==> config.mk <==
export PLATFORM = sky130hd
export DESIGN_NAME = spi_command_controller_flat
export DESIGN_NICKNAME = d
export VERILOG_FILES = /design/src/rtl/spi_command_controller_if.sv /design/src/rtl/spi_command_controller.sv /design/src/flat_wrapper.sv
export SDC_FILE = /design/constraint.sdc
export NUM_CORES = 1
export LEC_CHECK = 0
export CORE_MARGIN = 5
export CORE_UTILIZATION = 60
export CTS_BUF_LIST = sky130_fd_sc_hd__clkbuf_8
export CTS_CLUSTER_SIZE = 16
export DETAILED_ROUTE_END_ITERATION = 10
export GPL_TIMING_DRIVEN = 1
export PLACE_DENSITY = 0.95
export SLEW_MARGIN = 10
export SYNTH_ARGS = -nofsm -noshare
export SYNTH_HDL_FRONTEND = slang
export SYNTH_SLANG_ARGS = --single-unit
==> constraint.sdc <==
create_clock -name clk -period 4.6 [get_ports clk]
set_clock_uncertainty 0.05 [all_clocks]
set_input_delay 0.69 -clock clk [delete_from_list [all_inputs] [get_ports clk]]
set_output_delay 0.69 -clock clk [all_outputs]
set_load 0.01 [all_outputs]
==> src/rtl/spi_command_controller_if.sv <==
// rtl/spi_command_controller_if.sv - SPI-side and FIFO-side signal bundle for the command sequencer.
// master drives the SPI secondary and FIFO fill inputs; slave is the sequencer.
interface spi_command_controller_if #(
  parameter int RecordWords = 4,
  parameter int FifoDepth   = 16
);
  localparam int SizeW = $clog2(FifoDepth * RecordWords) + 1;

  logic             spi_cs;
  logic             word_ready;
  logic [7:0]       data_word_received;
  logic [7:0]       data_word_to_send;
  logic [SizeW-1:0] fifo_size;
  logic             fifo_write_en;
  logic [7:0]       fifo_data_in;
  logic             commit_busy;
  logic [3:0]       status_flags;
  logic [15:0]      records_committed;

  modport master (
    output spi_cs, word_ready, data_word_received, fifo_size,
    input  data_word_to_send, fifo_write_en, fifo_data_in, commit_busy,
           status_flags, records_committed
  );

  modport slave (
    input  spi_cs, word_ready, data_word_received, fifo_size,
    output data_word_to_send, fifo_write_en, fifo_data_in, commit_busy,
           status_flags, records_committed
  );
endinterface

==> src/rtl/spi_command_controller.sv <==
// rtl/spi_command_controller.sv - Frame decoder that stages motion segments and burst-commits whole ones to the FIFO.
// A segment reaches the FIFO only once all of its bytes have arrived, so aborted frames never leave fragments.
module spi_command_controller #(
  parameter int RecordWords = 4,
  parameter int FifoDepth   = 16
) (
  input logic                      clk,
  input logic                      reset,
  spi_command_controller_if.slave  bus
);
  localparam int IdxW  = $clog2(RecordWords);
  localparam int CntW  = IdxW + 1;
  localparam int SizeW = $clog2(FifoDepth * RecordWords) + 1;
  localparam logic [SizeW:0]    DepthW = (SizeW + 1)'(FifoDepth);
  localparam logic [IdxW-1:0]   LastIdx = IdxW'(RecordWords - 1);
  localparam logic [CntW-1:0]   FullCnt = CntW'(RecordWords);

  typedef enum logic [1:0] {
    IDLE    = 2'd0,
    STATUS  = 2'd1,
    RECEIVE = 2'd2
  } state_e;

  state_e          state_q;
  logic [IdxW-1:0] collect_idx_q;
  logic [7:0]      stage_q [RecordWords];
  logic [7:0]      cbuf_q  [RecordWords];
  logic [CntW-1:0] wcnt_q;
  logic            busy_q;
  logic            we_q;
  logic [7:0]      din_q;
  logic [3:0]      flags_q;
  logic [15:0]     committed_q;

  logic            accepted;
  logic            rec_done;
  logic            start_burst;
  logic            flag_clr;
  logic [3:0]      flag_set;
  logic [3:0]      flags_d;
  logic [SizeW-1:0] seg_used;
  logic [SizeW:0]  used;
  logic [7:0]      free_slots;
  logic [7:0]      to_send;

  // The segment being burst out still occupies a slot until it lands in the FIFO.
  always_comb begin
    seg_used = bus.fifo_size >> IdxW;
    used     = {1'b0, seg_used} + {{SizeW{1'b0}}, busy_q};
    if (used >= DepthW) free_slots = 8'd0;
    else                free_slots = 8'(DepthW - used);
  end

  always_comb begin
    accepted    = bus.word_ready && !bus.spi_cs;
    rec_done    = accepted && (state_q == RECEIVE) && (collect_idx_q == LastIdx);
    start_burst = rec_done && !busy_q && (free_slots != 8'd0);
    flag_clr    = accepted && (state_q == STATUS);
    flag_set    = 4'b0000;
    flag_set[0] = rec_done && busy_q;
    flag_set[1] = rec_done && !busy_q && (free_slots == 8'd0);
    flag_set[2] = bus.spi_cs && (state_q == RECEIVE) && (collect_idx_q != '0);
    flag_set[3] = accepted && (state_q == IDLE) && (bus.data_word_received > 8'd2);
    flags_d     = (flag_clr ? 4'b0000 : flags_q) | flag_set;
  end

  always_comb begin
    to_send = 8'd0;
    case (state_q)
      IDLE:    to_send = free_slots;
      STATUS:  to_send = {4'b0000, flags_q};
      default: to_send = 8'd0;
    endcase
  end

  always_ff @(posedge clk or posedge reset) begin
    if (reset) begin
      state_q       <= IDLE;
      collect_idx_q <= '0;
      wcnt_q        <= '0;
      busy_q        <= 1'b0;
      we_q          <= 1'b0;
      din_q         <= 8'd0;
      flags_q       <= 4'b0000;
      committed_q   <= 16'd0;
      for (int i = 0; i < RecordWords; i++) begin
        stage_q[i] <= 8'd0;
        cbuf_q[i]  <= 8'd0;
      end
    end else begin
      flags_q <= flags_d;

      if (bus.spi_cs) begin
        state_q       <= IDLE;
        collect_idx_q <= '0;
      end else if (accepted) begin
        case (state_q)
          IDLE: begin
            case (bus.data_word_received)
              8'd1:    state_q <= STATUS;
              8'd2:    state_q <= RECEIVE;
              default: state_q <= IDLE;
            endcase
          end
          RECEIVE: begin
            stage_q[collect_idx_q] <= bus.data_word_received;
            collect_idx_q          <= collect_idx_q + IdxW'(1);
          end
          default: state_q <= IDLE;
        endcase
      end

      // Burst engine runs independently of chip-select so a started segment always completes.
      if (start_burst) begin
        for (int i = 0; i < RecordWords; i++) begin
          cbuf_q[i] <= (i == RecordWords - 1) ? bus.data_word_received : stage_q[i];
        end
        busy_q <= 1'b1;
        we_q   <= 1'b1;
        din_q  <= stage_q[0];
        wcnt_q <= CntW'(1);
      end else if (busy_q) begin
        if (wcnt_q == FullCnt) begin
          busy_q      <= 1'b0;
          we_q        <= 1'b0;
          committed_q <= committed_q + 16'd1;
        end else begin
          din_q  <= cbuf_q[wcnt_q[IdxW-1:0]];
          wcnt_q <= wcnt_q + CntW'(1);
        end
      end
    end
  end

  assign bus.data_word_to_send = to_send;
  assign bus.fifo_write_en     = we_q;
  assign bus.fifo_data_in      = din_q;
  assign bus.commit_busy       = busy_q;
  assign bus.status_flags      = flags_q;
  assign bus.records_committed = committed_q;
endmodule

==> src/flat_wrapper.sv <==
// flat-port wrapper written by rule: the top's interface ports become plain ports
module spi_command_controller_flat 
#(
  parameter int RecordWords = 4,
  parameter int FifoDepth   = 16
)
  (clk, reset, bus_spi_cs, bus_word_ready, bus_data_word_received, bus_fifo_size, bus_data_word_to_send, bus_fifo_write_en, bus_fifo_data_in, bus_commit_busy, bus_status_flags, bus_records_committed);
  spi_command_controller_if #(.RecordWords(RecordWords), .FifoDepth(FifoDepth)) bus_i ();
  input logic clk;
  input logic reset;
  input wire logic [$bits(bus_i.spi_cs)-1:0] bus_spi_cs;
  input wire logic [$bits(bus_i.word_ready)-1:0] bus_word_ready;
  input wire logic [$bits(bus_i.data_word_received)-1:0] bus_data_word_received;
  input wire logic [$bits(bus_i.fifo_size)-1:0] bus_fifo_size;
  output wire logic [$bits(bus_i.data_word_to_send)-1:0] bus_data_word_to_send;
  output wire logic [$bits(bus_i.fifo_write_en)-1:0] bus_fifo_write_en;
  output wire logic [$bits(bus_i.fifo_data_in)-1:0] bus_fifo_data_in;
  output wire logic [$bits(bus_i.commit_busy)-1:0] bus_commit_busy;
  output wire logic [$bits(bus_i.status_flags)-1:0] bus_status_flags;
  output wire logic [$bits(bus_i.records_committed)-1:0] bus_records_committed;
  assign bus_i.spi_cs = bus_spi_cs;
  assign bus_i.word_ready = bus_word_ready;
  assign bus_i.data_word_received = bus_data_word_received;
  assign bus_i.fifo_size = bus_fifo_size;
  assign bus_data_word_to_send = bus_i.data_word_to_send;
  assign bus_fifo_write_en = bus_i.fifo_write_en;
  assign bus_fifo_data_in = bus_i.fifo_data_in;
  assign bus_commit_busy = bus_i.commit_busy;
  assign bus_status_flags = bus_i.status_flags;
  assign bus_records_committed = bus_i.records_committed;
  spi_command_controller #(.RecordWords(RecordWords), .FifoDepth(FifoDepth)) u_core (.clk(clk), .reset(reset), .bus(bus_i));
endmodule
==> results.sh, run 1 <==
# yosys + openroad results
export IMPL_topCellsByArea="dfrtp_1 52%, mux2_4 9.4%, mux2_2 7.1%"
export IMPL_busiest_layer="met2"
export IMPL_finalCritPeriodShare_pct=83.02
export IMPL_maxCapViolations=0
export IMPL_min_delay_start="u_core.bus.records_committed[13]"
export IMPL_startpoint="bus_fifo_size[2]"
export IMPL_wl_um=9514
export IMPL_drv_slew=0
export IMPL_top_area_share_pct=52.19
export IMPL_cts_max_path_buffers=2
export IMPL_gr_usage_met1_pct=27.68
export IMPL_drive_gt1_share_pct=22.00
export IMPL_drc_errors=0
export IMPL_cts_resized_gates=0
export IMPL_dp_cells=492
export IMPL_boundaryPins=57
export IMPL_leakagePower_nw=2.514
export IMPL_edf_count=0
export IMPL_worstSetupPathType="in2out"
export IMPL_numCtsBuffers=9
export IMPL_core_area_um2=7253
export IMPL_grtUsageTotal_pct=22.35
export IMPL_synth_area_leader_cell="dfrtp_1"
export IMPL_synth_top_flop_cell="dfrtp_1"
export IMPL_fmax_ghz=0.2619
export IMPL_timing_max_slew_rel_slack_pct=38.01
export IMPL_cp_arrival_ns=3.08
export IMPL_clkTransAtPathRegs_ns=0.10
export IMPL_setup_viol=0
export IMPL_antenna_found_initial=0
export IMPL_use_met2_pct=38.07
export IMPL_peakVddDrop_mv=0.2173
export IMPL_required_ns=3.86
export IMPL_grt_pass1_vias=3139
export IMPL_path_cells="clkdlybuf4s50_1 > ha_1 > ha_1 > inv_1 > ha_1 > xnor2_1 > or3_1 > a21oi_1 > clkdlybuf4s50_1"
export IMPL_yosys_cell_types_count=41
export IMPL_crit_path_max_incr_delay_ns=0.56
export IMPL_yosys_warnings=0
export IMPL_r2r_start="u_core.bus.commit_busy"
export IMPL_async_flop_share_pct=100.0
export IMPL_post_cts_buffers=0
export IMPL_fin_crit_ns=3.819
export IMPL_fp_util_pct=61.48
export IMPL_setup_tns_final_ns=0
export IMPL_synth_top_cells_by_count="93 x dfrtp_1, 38 x nand2_1, 28 x mux2_2, 28 x mux2_4, 17 x inv_1"
export IMPL_std_cell_rows=31
export IMPL_rsz0062_at_grt="false"
export IMPL_met3_usage_pct=4.613
export IMPL_ys_flops=93
export IMPL_whs_ns=0.4511
export IMPL_synth_chip_area_um2=4459
export IMPL_htreeDepth=3
export IMPL_via_per_inst=5.856
export IMPL_num_fill_cells=464
export IMPL_die_h_um=96.21
export IMPL_grt_overflow_total=0
export IMPL_wl_per_cell_um=18.73
export IMPL_insertion_delay_ns=0.37
export IMPL_synth_most_common_cell="dfrtp_1"
export IMPL_cellPowerDensity_nw_per_um2=285.4
export IMPL_start_kind="input port"
export IMPL_cts_tree="yes"
export IMPL_firstDrtPassIters=4
export IMPL_cts_sinks=93
export IMPL_root_buffer="clkbuf_8"
export IMPL_cts_hold_buffers=0
export IMPL_drtAntennaViolNets=0
export IMPL_cp_end_kind="output pin"
export IMPL_vias=2975
export IMPL_stdcell_area_um2=5266
export IMPL_status="complete, no violations"
export IMPL_comb_area_um2=1987
export IMPL_tightest_slew_ns=0.9039
export IMPL_syn_avg_cell_area_um2=12.74
export IMPL_place_congestion=0.7769
export IMPL_warning_count=32
export IMPL_synth_seq_share_pct=52.19
export IMPL_numPortBuffers=51
export IMPL_synthesis_instances=350
export IMPL_insertedDiodeCount=0
export IMPL_total_power_mw=1.503
export IMPL_yosys_stat_cells=350
export IMPL_crit_top_cell="ha_1"
export IMPL_layout_cells_non_filler=508
export IMPL_grt_max_degree=61
export IMPL_cp_max_fo=4
export IMPL_area_delta_synth_final_pct=18.10
export IMPL_hold_viol=0
export IMPL_hold_class="reg2reg"
export IMPL_drt_iter0_drc=251
export IMPL_placed_area_um2=5044
export IMPL_register_area_um2=2327
export IMPL_nets=433
export IMPL_cp_slowest_cell="clkdlybuf4s50_1"
export IMPL_netlist_area_um2=4459
export IMPL_grt_pass1_wl_um=15600
export IMPL_dp_hpwl_um=6644
export IMPL_dieArea_um2=9256
export IMPL_die_w_um=96.21
-- run 1: sequential cells by signal (all words and copies together), names as in the netlist --
name and cells:
u_core.wcnt_q 3, u_core.bus.fifo_data_in 8, u_core.state_q 2, u_core.bus.records_committed 16, u_core.bus.fifo_write_en 1, u_core.stage_q 24, u_core.cbuf_q 32, u_core.bus.status_flags 4
u_core.collect_idx_q 2, u_core.bus.commit_busy 1
-- run 1: critical path, delay by kind of cell --
family / cells / cell delay [ns]
adders and majority gates: 3 / 0.75
xor gates and xnor gates: 1 / 0.13
AOI/OAI and AO/OA: 1 / 0.17
and+or+nand+nor: 1 / 0.31
buffers and inverters: 3 / 1.02
-- run 1: area by class of cell --
| cell class | instances | area share, % |
|---|---|---|
| clock inverters | 7 | 1.877 |
| flip-flops and latches | 93 | 44.19 |
| inverters | 17 | 1.235 |
| clock buffers | 9 | 2.352 |
| well taps | 99 | 2.352 |
| repair buffers | 55 | 10.26 |
| multi-input cells | 228 | 37.73 |
-- run 1: where the power goes --
| group | internal (mW) | total, mW | leakage, nW | switching, mW |
|---|---|---|---|---|
| Sequential | 0.818 | 0.819 | 1.25 | 0.000881 |
| Combinational | 0.0273 | 0.0713 | 1.15 | 0.0441 |
| Clock | 0.310 | 0.613 | 0.115 | 0.303 |
-- run 1: kinds of logic (layout without fill, tap and decap cells) --
group	after synthesis	count (layout)	share of synthesized area, %
flip-flops	93	93	52.19
AND/OR/NAND/NOR	86	86	9.708
multiplexers	66	66	20.99
AND-OR/OR-AND	41	41	6.481
buffers and inverters	31	88	3.423
XOR/XNOR	22	22	4.321
adder cells (fa/ha/maj)	10	10	2.806
other	1	3	0.08409
-- run 1: layer usage --
metal,up-vias,share of wire [%]
li1,1342,-
met1,1506,41
met2,105,51
met3,22,6.2
met4,0,2.1
met5,-,0
-- run 1: worst paths after layout --
kind	end	slack, ns	cells after the start
setup / recovery	bus_data_word_to_send[2]	0.78	9
hold / removal	u_core.bus.records_committed[13]	0.45	1
setup reg to reg	u_core.bus.fifo_data_in[1]	1.50	8
hold reg to reg	u_core.bus.records_committed[13]	0.45	1
max in group asynchronous	u_core.stage_q[28]	2.71	3
min in group asynchronous	u_core.bus.records_committed[8]	0.64	2
-- run 1: through the flow --
stage / util (%) / setup slack, ns
floorplan: - / 1.440
global placement: 69.54 / 0.8394
detailed placement: 69.54 / 0.7695
CTS: 72.61 / 0.7562
global route: 72.61 / 0.5928
finish: 72.61 / 0.7811
-- run 1: layout by cell type (no fill, tap or decap), types with 4 or more instances in the layout --
cell and n:
o211ai_1 6, nor3_1 6, nand2b_1 4, buf_4 4, mux4_2 8, mux2_2 28, clkbuf_8 9, mux2_4 28
inv_1 16, nand2_1 38, clkdlybuf4s50_1 51, dfrtp_1 93, xor2_1 8, and3_1 4, o2111ai_1 6, o21ai_0 11
ha_1 10, xnor2_1 14, nor2_1 10, nand3_1 7, a21oi_1 8, nand3b_1 4
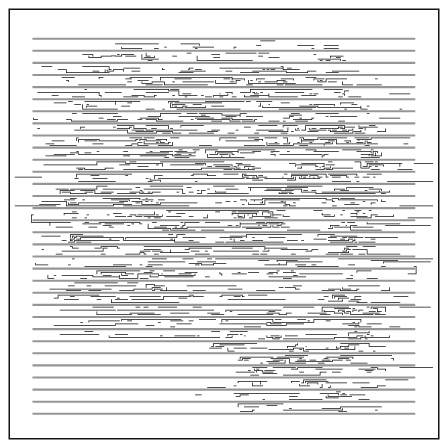
Fig. 1. The metal 1 layer (run 1).
Supply wires on this layer in gray.
wire length on this layer: 3900 um
main direction: horizontal
nets with wire on the layer: 389

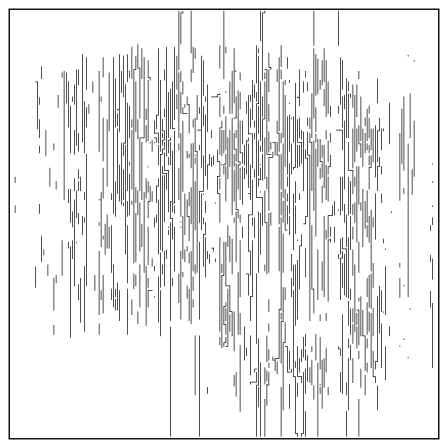
Fig. 2. Metal 2 (run 1).
longest straight run: 43.5 um
nets with wire on the layer: 390
share of all routed wire: 51%
wire length on this layer: 4830 um

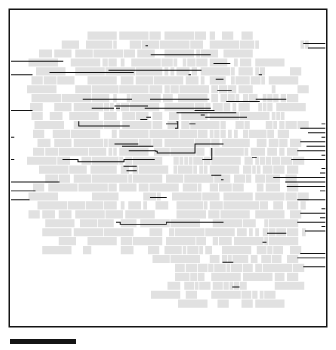
Fig. 3. M3 wires (run 1).
Bar = 20 um. Cells faint in the background.
main direction: horizontal
longest straight run: 28.1 um
nets with wire on the layer: 63
share of all routed wire: 6.2%
wire length on this layer: 590 um

--- run 2 (diff from run 1) ---
- CORE_UTILIZATION: 60 -> 52
- PLACE_DENSITY: 0.95 -> 0.88
- clock period: 4.6 -> 3.5 ns (I/O delays scaled with it)
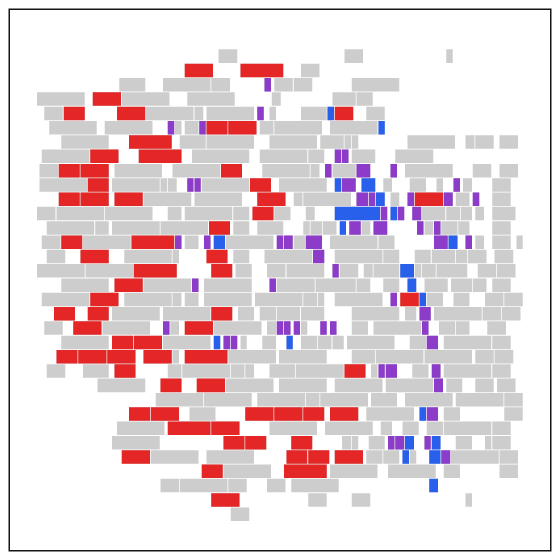
Fig. 4. Gate families picked out (run 2).
legend:
  purple:
    family: NAND gates
    cells: 57
    most_used: nand2_1
  blue:
    family: NOR gates
    cells: 21
    most_used: nor2_1
  red:
    family: multiplexers
    cells: 66

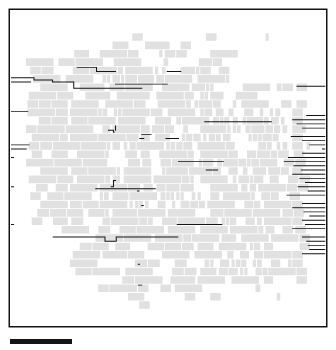
Fig. 5. M3 wires (run 2).
Bar = 20 um. Cells faint in the background.
share of all routed wire: 5.3%
longest straight run: 22.1 um
nets with wire on the layer: 50

==> run 2 against run 1 <==
Effect of this change:
- via count is 2.6% lower
- clock power rose by 16%
- utilization decreased by 8.3 points
- critical endpoint is now bus_data_word_to_send[0]
- wire length down 3.1%
- total power rose by 26%
- synthesized cell count is the same
- sequential share of layout area down 0.56 points
- critical path depth is 1 lower
- die size increased by 14%
- combinational power up 37%
- final cell count up 2.2%
==> results.sh, run 2 <==
# yosys + openroad results
export IMPL_numPortBuffers=51
export IMPL_syn_avg_cell_area_um2=12.74
export IMPL_tightest_slew_ns=0.7780
export IMPL_hold_viol=0
export IMPL_synth_top_flop_cell="dfrtp_1"
export IMPL_place_congestion=0.8385
export IMPL_grt_overflow_total=0
export IMPL_ys_flops=93
export IMPL_setup_viol=0
export IMPL_peakVddDrop_mv=0.2680
export IMPL_warning_count=32
export IMPL_finalCritPeriodShare_pct=96.36
export IMPL_cts_max_path_buffers=2
export IMPL_fin_util_pct=64.27
export IMPL_compound_area_share_pct=6.481
export IMPL_mux_area_share_pct=20.99
export IMPL_insertion_delay_ns=0.36
export IMPL_area_delta_synth_final_pct=19.61
export IMPL_start_kind="input port"
export IMPL_boundaryPins=57
export IMPL_dp_hpwl_um=6644
export IMPL_synth_adder_area_share_pct=2.806
export IMPL_timing_max_slew_rel_slack_pct=48.07
export IMPL_grt_pass1_wl_um=15260
export IMPL_drc_errors=0
export IMPL_regMostFlops="u_core.cbuf_q"
export IMPL_maxCapViolations=0
export IMPL_grt_pass1_vias=3054
export IMPL_dieArea_um2=10530
export IMPL_yosys_warnings=0
export IMPL_nets=438
export IMPL_drv_slew=0
export IMPL_fmax_ghz=0.2965
export IMPL_die_w_um=102.6
export IMPL_yosys_stat_cells=350
export IMPL_status="complete, no violations"
export IMPL_synth_most_common_cell="dfrtp_1"
export IMPL_cp_end_kind="output pin"
export IMPL_synth_area_leader_cell="dfrtp_1"
export IMPL_cp_arrival_ns=2.80
export IMPL_drt_iter0_drc=132
export IMPL_worstSetupPathType="in2out"
export IMPL_cts_hold_buffers=0
export IMPL_cellPowerDensity_nw_per_um2=353.8
export IMPL_topCellsByArea="dfrtp_1 52%, mux2_4 9.4%, mux2_2 7.1%"
export IMPL_simple_gate_area_share_pct=9.708
export IMPL_yosys_cell_types_count=41
export IMPL_cts_sinks=93
export IMPL_root_buffer="clkbuf_8"
export IMPL_antenna_found_initial=0
export IMPL_top_area_share_pct=52.19
export IMPL_std_cell_rows=33
export IMPL_die_h_um=102.6
export IMPL_insertedDiodeCount=0
export IMPL_required_ns=2.92
export IMPL_wl_per_cell_um=17.77
export IMPL_async_flop_share_pct=100.0
export IMPL_synth_top_cells_by_count="93 x dfrtp_1, 38 x nand2_1, 28 x mux2_2, 28 x mux2_4, 17 x inv_1"
export IMPL_clkTransAtPathRegs_ns=0.09
export IMPL_cp_max_fo=4
export IMPL_drtAntennaViolNets=0
export IMPL_synth_xor_area_share_pct=4.321
export IMPL_final_layout_top_logic_cell="dfrtp_1"
export IMPL_layout_top_cells="93 x dfrtp_1, 50 x clkdlybuf4s50_1, 38 x nand2_1"
export IMPL_whs_ns=0.4276
export IMPL_numCtsBuffers=9
export IMPL_largest_reg_flops=32
export IMPL_netlist_area_um2=4459
export IMPL_grt_max_degree=49
export IMPL_synth_chip_area_um2=4459
export IMPL_firstDrtPassIters=4
export IMPL_edf_count=0
export IMPL_leakagePower_nw=2.554
export IMPL_cts_tree="yes"
export IMPL_core_area_um2=8299
export IMPL_synthesis_instances=350
export IMPL_synth_seq_share_pct=52.19
export IMPL_grtUsageTotal_pct=18.74
export IMPL_fin_crit_ns=3.373
export IMPL_via_per_inst=5.586
export IMPL_fp_util_pct=53.73
export IMPL_htreeDepth=3
export IMPL_drive_gt1_share_pct=22.95
export IMPL_hold_class="reg2reg"
export IMPL_ys_top_logic_family="multiplexers"
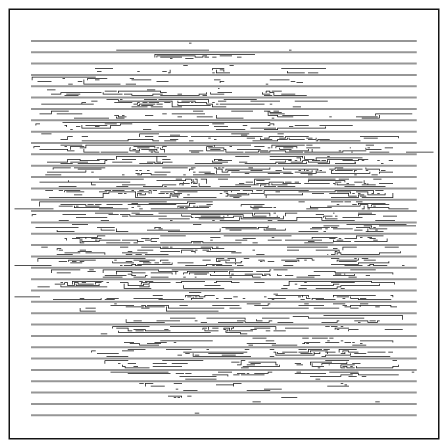
Fig. 6. The metal 1 layer (run 2).
Supply wires on this layer in gray.
via count: 2899
global-route met1 utilization: 24.39%
Routed WL: 9223 um

==> run 2: path summary, 6_finish.rpt <==
check | from | to | slack (ns) | cells after the start
worst min-delay path | u_core.bus.records_committed[15] | u_core.bus.records_committed[15] | 0.43 | 1
min in group asynchronous | reset | u_core.bus.status_flags[0] | 0.55 | 2
max in group asynchronous | reset | u_core.wcnt_q[1] | 2.15 | 3
worst min register to register | u_core.bus.records_committed[15] | u_core.bus.records_committed[15] | 0.43 | 1
worst max-delay path | bus_fifo_size[2] | bus_data_word_to_send[0] | 0.13 | 8
worst max register to register | u_core.bus.commit_busy | u_core.bus.fifo_data_in[3] | 0.76 | 9
==> run 2: critical path, cell delays in order <==
cell and delay (ns):
clkdlybuf4s50_1 0.42, ha_1 0.22, ha_1 0.25, a31oi_1 0.23, a41oi_1 0.10, or3_1 0.34, a21oi_1 0.16, clkdlybuf4s50_1 0.55
==> run 2: metrics by stage <==
step	area (um2)	power, mW	setup WS, ns	instances	TNS (ns)
6_report	5334	1.887	0.1275	519	0
2_1_floorplan	4467	1.146	0.5047	352	0
4_1_cts	5324	1.907	0.06317	519	0
5_1_grt	5334	1.964	-0.009654	519	-0.009654
3_3_place_gp	5126	1.192	0.1038	503	0
3_5_place_dp	5126	1.196	0.07325	503	0
==> run 2: per-layer routing <==
layer | up-vias | global-route usage (%) | share of wire [%] | wire [um]
met5 | - | 0 | 0 | 0
met1 | 1458 | 24.39 | 44 | 4029
met4 | 0 | 4.743 | 1.2 | 114
li1 | 1356 | - | - | -
met2 | 73 | 31.68 | 50 | 4590
met3 | 12 | 4.533 | 5.3 | 488
==> run 2: timing repair <==
action                     in CTS  in global routing
setup endpoints to repair       0                  2
setup buffers                   0                  0
resized                         0                  3
==> run 2: final cells by class <==
type	instances	area, um2
inverter	17	65.06
fill	622	2965
clock buffer	9	123.9
multi-input combinational	228	1994
timing repair buffer	60	618.1
clock inverter	7	73.82
tap	105	131.4
sequential	93	2327
==> run 2: logic make-up (layout without fill, tap and decap cells) <==
| family | after synthesis | in the layout |
|---|---|---|
| flip-flops | 93 | 93 |
| AND/OR/NAND/NOR | 86 | 86 |
| multiplexers | 66 | 66 |
| AND-OR/OR-AND | 41 | 41 |
| buffers and inverters | 31 | 93 |
| XOR/XNOR | 22 | 22 |
| adder cells (fa/ha/maj) | 10 | 10 |
| other | 1 | 3 |
==> run 2: report_power, final <==
| group | internal (mW) | switching, mW |
|---|---|---|
| Sequential | 1.08 | 0.000995 |
| Combinational | 0.0397 | 0.0583 |
| Clock | 0.332 | 0.381 |
| Total | 1.45 | 0.440 |
--- run 3 (diff from run 2) ---
- CORE_MARGIN: 5 -> 2
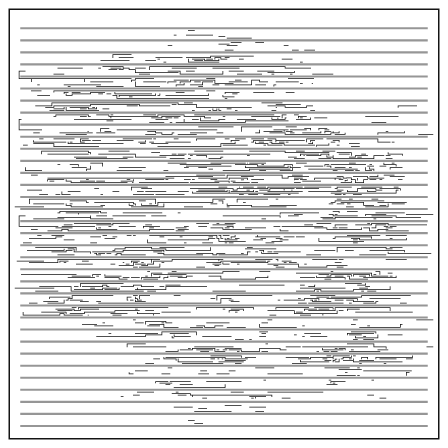
Fig. 7. The metal 1 layer (run 3).
Supply wires on this layer in gray.
nets with wire on the layer: 378
longest straight run: 31.7 um
main direction: horizontal
share of all routed wire: 46%

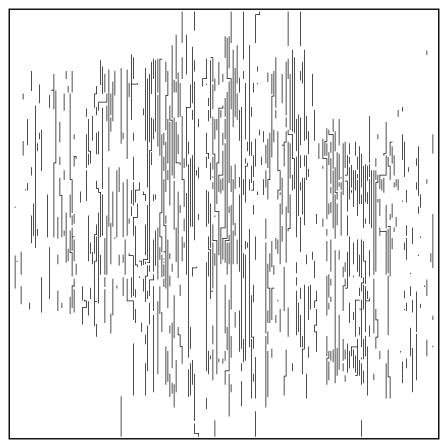
Fig. 8. Metal 2 (run 3).
wire length on this layer: 4310 um
nets with wire on the layer: 386
longest straight run: 54.4 um
main direction: vertical
share of all routed wire: 48%

==> run 3 against run 2 <==
Effect of this change:
- count of clock-buffer cells in the layout did not move
- maximum frequency fell by 0.67%
- critical path depth unchanged
- register-to-register slack better by 0.03 ns
- clock power rose by 1%
- combinational power grew 2%
- global-route usage grew 1.2 points
- worst hold slack improved by 0.0083 ns
- critical endpoint unchanged
- largest cell class unchanged
- highest routed layer unchanged
==> results.sh, run 3 <==
# yosys + openroad results
export IMPL_hold_class="reg2reg"
export IMPL_gr_usage_met1_pct=28.30
export IMPL_netlist_area_um2=4459
export IMPL_dieArea_um2=9333
export IMPL_maxCapViolations=0
export IMPL_timing_max_slew_rel_slack_pct=47.39
export IMPL_yosys_cell_types_count=41
export IMPL_post_cts_buffers=0
export IMPL_fmax_ghz=0.2945
export IMPL_total_power_mw=1.898
export IMPL_hold_end="u_core.bus.records_committed[15]"
export IMPL_cts_hold_buffers=0
export IMPL_die_w_um=96.61
export IMPL_use_met2_pct=31.52
export IMPL_dp_cells=503
export IMPL_start_kind="input port"
export IMPL_synth_most_common_cell="dfrtp_1"
export IMPL_cp_arrival_ns=2.82
export IMPL_hold_viol=0
export IMPL_area_delta_synth_final_pct=19.47
export IMPL_placed_area_um2=5114
export IMPL_synth_top_flop_cell="dfrtp_1"
export IMPL_numCtsBuffers=9
export IMPL_async_flop_share_pct=100.0
export IMPL_die_h_um=96.61
export IMPL_crit_path_max_incr_delay_ns=0.55
export IMPL_synth_area_leader_cell="dfrtp_1"
export IMPL_wl_per_cell_um=17.36
export IMPL_peakVddDrop_mv=0.2099
export IMPL_hold_depth=1
export IMPL_top_area_share_pct=52.19
export IMPL_synth_top_cells_by_count="93 x dfrtp_1, 38 x nand2_1, 28 x mux2_2, 28 x mux2_4, 17 x inv_1"
export IMPL_std_cell_rows=33
export IMPL_yosys_warnings=0
export IMPL_drc_errors=0
export IMPL_syn_avg_cell_area_um2=12.74
export IMPL_finalCritPeriodShare_pct=97.01
export IMPL_antenna_found_initial=0
export IMPL_layout_cells_non_filler=519
export IMPL_r2r_start="u_core.bus.commit_busy"
export IMPL_firstDrtPassIters=4
export IMPL_setup_tns_final_ns=0
export IMPL_grtUsageTotal_pct=19.94
export IMPL_synth_chip_area_um2=4459
export IMPL_required_ns=2.92
export IMPL_topCellsByArea="dfrtp_1 52%, mux2_4 9.4%, mux2_2 7.1%"
export IMPL_drtAntennaViolNets=0
export IMPL_final_layout_top_logic_cell="dfrtp_1"
export IMPL_insertedDiodeCount=0
export IMPL_insertion_delay_ns=0.36
export IMPL_worstSetupPathType="in2out"
export IMPL_clkTransAtPathRegs_ns=0.09
export IMPL_boundaryPins=57
export IMPL_cp_end_kind="output pin"
export IMPL_busiest_layer="met2"
export IMPL_whs_ns=0.4359
export IMPL_drive_gt1_share_pct=23.19
export IMPL_cp_slowest_cell="clkdlybuf4s50_1"
export IMPL_cts_sinks=93
export IMPL_status="complete, no violations"
export IMPL_cellPowerDensity_nw_per_um2=356.3
export IMPL_warning_count=32
export IMPL_layout_top_cells="93 x dfrtp_1, 50 x clkdlybuf4s50_1, 38 x nand2_1"
export IMPL_fp_util_pct=54.00
export IMPL_regMostFlops="u_core.cbuf_q"
export IMPL_grt_pass1_wl_um=15010
export IMPL_setup_viol=0
export IMPL_drv_slew=0
export IMPL_layout_setup_ws_ns=0.1046
export IMPL_largest_reg_flops=32
export IMPL_worst_r2r_cell_count=9
export IMPL_root_buffer="clkbuf_8"
export IMPL_num_fill_cells=626
export IMPL_synth_seq_share_pct=52.19
export IMPL_nets=438
export IMPL_cts_resized_gates=0
export IMPL_core_area_um2=8258
export IMPL_synthesis_instances=350
export IMPL_fin_util_pct=64.52
export IMPL_drt_iter0_drc=139
export IMPL_fin_crit_ns=3.395
export IMPL_grt_overflow_total=0
export IMPL_tightest_slew_ns=0.7882
export IMPL_place_congestion=0.7915
export IMPL_stdcell_area_um2=5328
export IMPL_regToRegEndpoint="u_core.bus.fifo_data_in[6]"
export IMPL_edf_count=0
export IMPL_cts_tree="yes"
export IMPL_grt_max_degree=51
export IMPL_startpoint="bus_fifo_size[2]"
export IMPL_dp_hpwl_um=6250
export IMPL_htreeDepth=3
export IMPL_path_cells="clkdlybuf4s50_1 > ha_1 > ha_1 > a31oi_2 > a41oi_1 > or3_1 > a21oi_1 > clkdlybuf4s50_1"
export IMPL_yosys_stat_cells=350
export IMPL_cp_max_fo=4
export IMPL_min_delay_start="u_core.bus.records_committed[15]"
export IMPL_cts_max_path_buffers=2
export IMPL_grt_pass1_vias=3001
export IMPL_leakagePower_nw=2.548
export IMPL_place_ws_ns=0.09612
export IMPL_via_per_inst=5.628
export IMPL_numPortBuffers=51
export IMPL_ys_flops=93
export IMPL_regToRegSetupSlack_ns=0.79
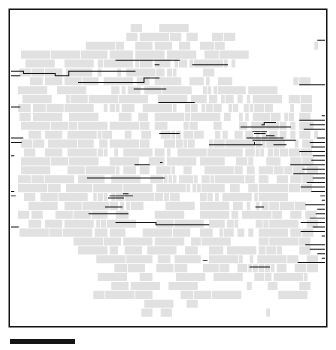
Fig. 9. M3 wires (run 3).
Bar = 20 um. Cells faint in the background.
met3 GRT Util: 4.191%
Routed WL: 9010 um
via count: 2921

==> run 3: worst max-delay path by stage <==
stage	end	slack, ns	cells after the start
4_1_cts	bus_data_word_to_send[2]	0.08	9
6_report	bus_data_word_to_send[0]	0.10	8
3_5_place_dp	bus_data_word_to_send[2]	0.1	9
2_1_floorplan	u_core.bus.commit_busy	0.50	1
3_3_place_gp	bus_data_word_to_send[2]	0.11	9
5_1_grt	bus_data_word_to_send[0]	-0.02	8
==> run 3: worst max-delay path, delay by kind of cell <==
family                   cells  cell delay (ns)
buffers and inverters        2             0.97
AND-OR/OR-AND                3             0.50
adder cells (fa/ha/maj)      2             0.48
AND/OR/NAND/NOR              1             0.34
==> run 3: cells by family after synthesis <==
group           count (synthesis)  synth area share (%)
fa+ha+maj                      10                 2.806
buf+inv                        31                 3.423
xor+xnor                       22                 4.321
flops                          93                 52.19
simple gates                   86                 9.708
other cells                     1               0.08409
mux                            66                 20.99
compound gates                 41                 6.481
==> run 3: area by class of cell <==
cell class,count,area [um2],share of cell area [%]
Clock inverter,7,73.82,1.386
Sequential cell,93,2327,43.68
Inverter,17,65.06,1.221
Tap cell,105,131.4,2.466
Clock buffer,9,123.9,2.325
Multi-Input combinational cell,228,2001,37.55
Timing Repair Buffer,60,605.6,11.37
==> run 3: report_power, final <==
part           internal [mW]  leakage [nW]  switching, mW  total [mW]
Clock                  0.333        0.0937          0.390       0.723
Sequential              1.08          1.25        0.00105        1.08
Combinational         0.0406          1.20         0.0589      0.0995
==> run 3: metal layers <==
| metal | up-vias | routed length [um] |
|---|---|---|
| met5 | - | 0 |
| met4 | 0 | 89 |
| met3 | 9 | 466 |
| met2 | 96 | 4306 |
| met1 | 1469 | 4148 |
| li1 | 1347 | - |
No activity file was given, so power comes from the tool's default toggle rates.
